### Cell area per tile, run 1

The die is cut into 8 by 8 equal tiles; black is low, pale yellow is high, 0 to 100% covered.
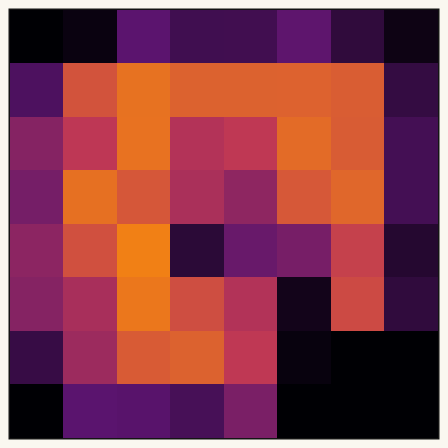
### Gate families picked out, run 1

Scale bar: 20 µm.
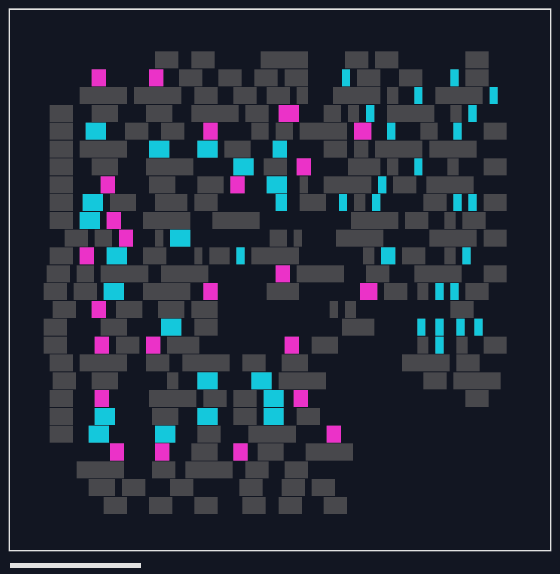
### The metal 3 layer, run 1

Scale bar: 20 µm.
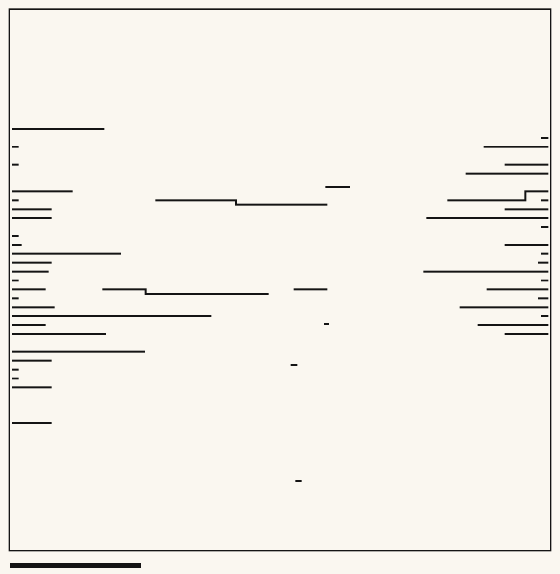
### I/O nets highlighted, run 1

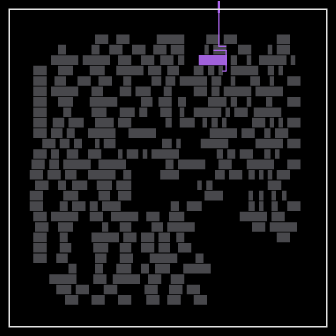
==> config.mk <==
export PLATFORM = sky130hd
export DESIGN_NAME = alu_arbiter
export DESIGN_NICKNAME = d
export VERILOG_FILES = /design/src/rtl/alu_arbiter_pkg.sv /design/src/rtl/alu_arbiter_rr_picker.sv /design/src/rtl/alu_arbiter.sv
export SDC_FILE = /design/constraint.sdc
export NUM_CORES = 1
export LEC_CHECK = 0
export CELL_PAD_IN_SITES_DETAIL_PLACEMENT = 1
export CELL_PAD_IN_SITES_GLOBAL_PLACEMENT = 1
export CORE_MARGIN = 5
export CORE_UTILIZATION = 28
export CTS_CLUSTER_DIAMETER = 200
export CTS_CLUSTER_SIZE = 16
export DETAILED_ROUTE_END_ITERATION = 16
export PLACE_DENSITY = 0.88
export SETUP_SLACK_MARGIN = 0.1
export SLEW_MARGIN = 20
export SYNTH_ARGS = -nofsm -noshare
export SYNTH_HDL_FRONTEND = slang
export SYNTH_SLANG_ARGS = --single-unit
==> constraint.sdc <==
create_clock -name clk -period 3.6 [get_ports clk]
set_input_delay 0.72 -clock clk [delete_from_list [all_inputs] [get_ports clk]]
set_output_delay 0.72 -clock clk [all_outputs]
set_load 0.05 [all_outputs]
==> impl_metrics.tcl, run 1 <==
# implementation run metrics
set metrics [dict create \
    p_int_uw 703 \
    synth_seq_share_pct 45.0 \
    ff_type "dfxtp_1" \
    postSynthCellCount 158 \
    buffers 91 \
    power_switching_uw 390 \
    setup_violations 0 \
    num-multi-input-gates 106 \
    power.total_mw 1.09 \
    fp_nets 211 \
    warnings 26 \
    postRouteAntennaNets 0 \
    via_per_inst 5.00 \
    status "finished clean" \
    largest_area_cell "dfxtp_1" \
    clkTransAtPathRegs_ps 70 \
    cts_tree "done" \
    grt.met1_usage_pct 16.3 \
    drt-pass1-iter-count 4 \
    postCtsHoldBufs 0 \
    clk_latency_ps 280 \
    skew_ps 1.61 \
    clock_area_share_pct 3.32 \
    grt_pass1_wl_um 7880 \
    synthXorXnorAreaFrac_pct 0 \
    hold_path_class "flop to flop" \
    seqPwrFrac_pct 39.0 \
    seqAreaFraction_pct 26.5 \
    p_comb_uw 397 \
    wl_met1_um 2100 \
    use_met2_pct 27.1 \
    grt_max_degree 23 \
    rrSetupSlack_ps 1880 \
    cts_root_buffer "clkbuf_8" \
    drive_gt1_share_pct 6.25 \
    dpl_worst_slack_ps 775 \
    required_ps 2880 \
    power_leader "sequential cells" \
    drt-initial-drc-count 48 \
    num_rows 26 \
    worst-slew-pin-transition_ps 778 \
    yosysChipArea_um2 1470 \
    ys_cells 158 \
    drv_slew 0 \
    common_cells "33 x dfxtp_1, 23 x nand2_1, 19 x nand4b_1, 19 x o2111a_1, 19 x or3_1" \
    antenna_found_initial 0 \
    grt_use_total_pct 15.3 \
    post_cts_buffers 0 \
    routabilityCongestion 0.713 \
    avgSynthCellArea_um2 9.30 \
    top_area_share_pct 45.0 \
    total_leakage_power_nw 0.877 \
    r2r_cells 4 \
    ys_sh_aoi_pct 19.8 \
    crit_type "input pin to primary output" \
    top_logic_kind "simple AND/OR/NAND/NOR gates" \
    hold_slack_ps 454 \
    synth_warnings 0 \
    cts_buffer_depth 2 \
    clk-power_uw 270 \
    synth_simple_gate_area_share_pct 30.2 \
    area_dominant_class "buffers" \
    cp-end-kind "primary output" \
    drc_errors 0 \
    routed.top_layer "met4" \
    fill_cells 588 \
    async_reset_ff_share_pct 0 \
    dr_wl_met2_um 2580 \
    drv_cap 0 \
    placed_cells 302 \
    numCtsBuffers 5 \
    powerDensity_nw_per_um2 439 \
]
About 'Cell area per tile':
fullest tile: 71%
emptiest ninth of the die: bottom right
densest ninth of the die: left middle
nearly empty tiles: 11%
final core utilization: 48.7%
Init Core Util: 28.8%

About 'Gate families picked out':
legend:
  nand cells:
    colour: cyan
    cells: 45
    most_used: nand2_1
  and/or cells:
    colour: magenta
    cells: 24
    most_used: or3_1
Layout Cells excl Fill: 310
most common logic cell in the routed design: clkdlybuf4s50_1

About 'The metal 3 layer':
nets with wire on the layer: 47
wire length on this layer: 369 µm
WL final: 5110 µm
Vias: 1,549
GR Util met3: 5.97%

About 'I/O nets highlighted':
legend:
  rsp_zero:
    colour: purple
    bits: 1
    direction: output
    end_cells: 1
    wire: 20.7 µm
Ports: 86
Port Buf Inserts: 85

[run 1: worst max-delay path, cell delays in order]
cell and delay (ps):
clkdlybuf4s50_1 490, or3b_1 370, nor3_1 340, buf_12 190
[run 1: layout by cell type, fill, tap and decap left out]
cell type	n
nand4b_1	19
clkinv_2	2
nand2_1	23
nand3_1	1
and2_1	2
or3b_1	1
a22o_1	1
buf_4	6
clkbuf_8	5
clkbuf_1	1
a21oi_1	12
nor2_1	2
and2b_1	1
nor2b_1	1
dfxtp_1	33
nor3_1	1
clkdlybuf4s50_1	83
or2b_1	1
nand2b_1	2
or3_1	19
o2111a_1	19
buf_12	2
inv_1	2
o21a_1	1
--- run 2 (diff from run 1) ---
--- a/config.mk
+++ b/config.mk
@@ -8,11 +8,11 @@
 export CELL_PAD_IN_SITES_DETAIL_PLACEMENT = 1
 export CELL_PAD_IN_SITES_GLOBAL_PLACEMENT = 1
 export CORE_MARGIN = 5
-export CORE_UTILIZATION = 28
+export CORE_UTILIZATION = 26
 export CTS_CLUSTER_DIAMETER = 200
 export CTS_CLUSTER_SIZE = 16
 export DETAILED_ROUTE_END_ITERATION = 16
-export PLACE_DENSITY = 0.88
+export PLACE_DENSITY = 0.83
 export SETUP_SLACK_MARGIN = 0.1
 export SLEW_MARGIN = 20
 export SYNTH_ARGS = -nofsm -noshare
==> constraint.sdc (replaced) <==
create_clock -name clk -period 2.6 [get_ports clk]
set_input_delay 0.52 -clock clk [delete_from_list [all_inputs] [get_ports clk]]
set_output_delay 0.52 -clock clk [all_outputs]
set_load 0.05 [all_outputs]
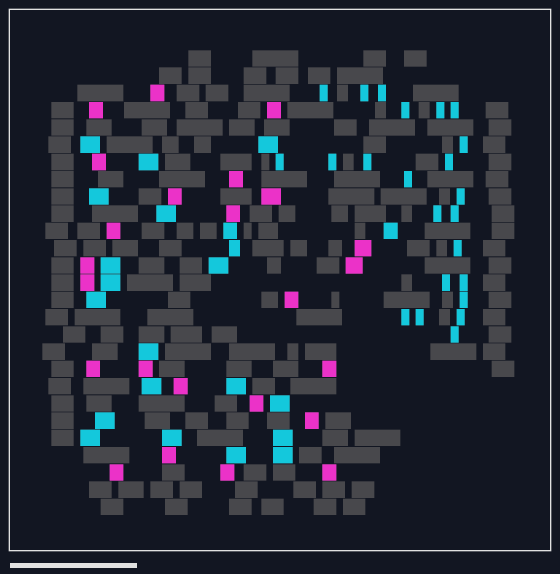
*Gate families picked out, run 2*
Scale bar: 20 µm.
legend:
  and/or cells:
    colour: magenta
    cells: 24
    most_used: or3_1
  nand cells:
    colour: cyan
    cells: 45
    most_used: nand2_1
logic share of the area: 29.4%
Layout Cells excl Fill: 313

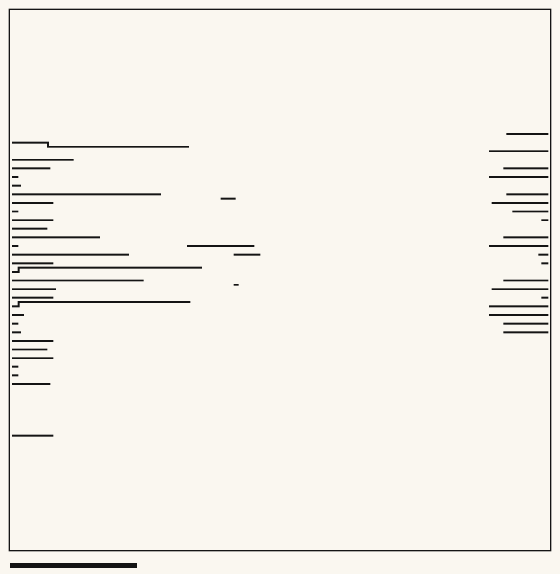
*The metal 3 layer, run 2*
Scale bar: 20 µm.
wire length on this layer: 387 µm
nets with wire on the layer: 49
WL final: 5110 µm
GR Util met3: 5.63%
Vias: 1,553

==> impl_metrics.tcl, run 2 <==
# implementation run metrics
set metrics [dict create \
    grt_pass1_wl_um 8380 \
    ff_type "dfxtp_1" \
    p_comb_uw 552 \
    drt-pass1-iter-count 4 \
    ctsResizeCount 0 \
    grt_use_total_pct 14.3 \
    async_reset_ff_share_pct 0 \
    largest_area_cell "dfxtp_1" \
    seqPwrFrac_pct 37.5 \
    drc_errors 0 \
    power_leader "sequential cells" \
    path_buffers 2 \
    die-area_um2 7250 \
    grt_setup_unrepaired "false" \
    synth_warnings 0 \
    total_leakage_power_nw 0.892 \
    fp_util_pct 26.7 \
    via_per_inst 4.96 \
    slowest_delay_ps 510 \
    cts_root_buffer "clkbuf_8" \
    setup_violations 0 \
    finalClockPeriodUsage_pct 92.6 \
    power_switching_uw 543 \
    power.total_mw 1.57 \
    num_rows 27 \
    common_cells "33 x dfxtp_1, 23 x nand2_1, 19 x nand4b_1, 19 x o2111a_1, 19 x or3_1" \
    required_ps 2080 \
    status "finished clean" \
    cts_buffer_depth 2 \
    ys_cells 158 \
    fp_nets 211 \
    io_pins 86 \
    path_delay_family "buffers and inverters" \
    fp.coreArea_um2 5510 \
    cts_tree "done" \
    antenna_found_initial 0 \
    grt_max_degree 21 \
    grt.met1_usage_pct 16.7 \
    clk-power_uw 430 \
    routabilityCongestion 0.687 \
    skew_ps 4.91 \
    cp-end-kind "primary output" \
    clk_latency_ps 280 \
    powerDensity_nw_per_um2 623 \
    synth_seq_share_pct 45.0 \
    io_buffer_count 85 \
    warnings 26 \
    drv_slew 0 \
    yosysChipArea_um2 1470 \
    clkTransAtPathRegs_ps 70 \
    postRouteAntennaNets 0 \
    crit_type "input pin to primary output" \
    routed.top_layer "met4" \
    drv_cap 0 \
    top_area_share_pct 45.0 \
    use_met2_pct 24.8 \
    final_common_cell "clkdlybuf4s50_1" \
    wl_met1_um 2220 \
    fill_cells 646 \
    postCtsHoldBufs 0 \
    worst-slew-pin-transition_ps 758 \
    postSynthCellCount 158 \
    r2r_cells 3 \
    drt-initial-drc-count 19 \
    layout_top_cells "83 x clkdlybuf4s50_1, 33 x dfxtp_1, 23 x nand2_1" \
    slowest_stage "clkdlybuf4s50_1" \
    dr_wl_met2_um 2480 \
    p_int_mw 1.03 \
    drive_gt1_share_pct 7.88 \
    cp.depth 4 \
    numCtsBuffers 5 \
    avgSynthCellArea_um2 9.30 \
]
==> run 2: cell counts after synthesis <==
No cell type changed its count.
==> run 2: kinds of logic after synthesis <==
family / synth area share [%]
simple gates: 30.2
buf+inv: 5.03
flops: 45.0
compound gates: 19.8
==> run 2: per-stage QoR <==
step	area, µm²	setup WS [ps]	hold WS [ps]	std cells	util (%)
after floorplan	1470	376	448	158	-
after global placement	2420	231	443	305	44.0
after detailed placement	2420	199	448	305	44.0
after CTS	2520	195	458	313	45.9
after global routing	2520	152	472	313	45.9
final	2520	193	455	313	45.9
==> run 2: final cells by class <==
cell class	count	area share (%)
Clock inverter	1	0.198
Clock buffer	7	3.82
Tap cell	72	3.57
Timing Repair Buffer	92	36.6
Inverter	2	0.297
Sequential cell	33	26.2
Multi-Input combinational cell	106	29.4
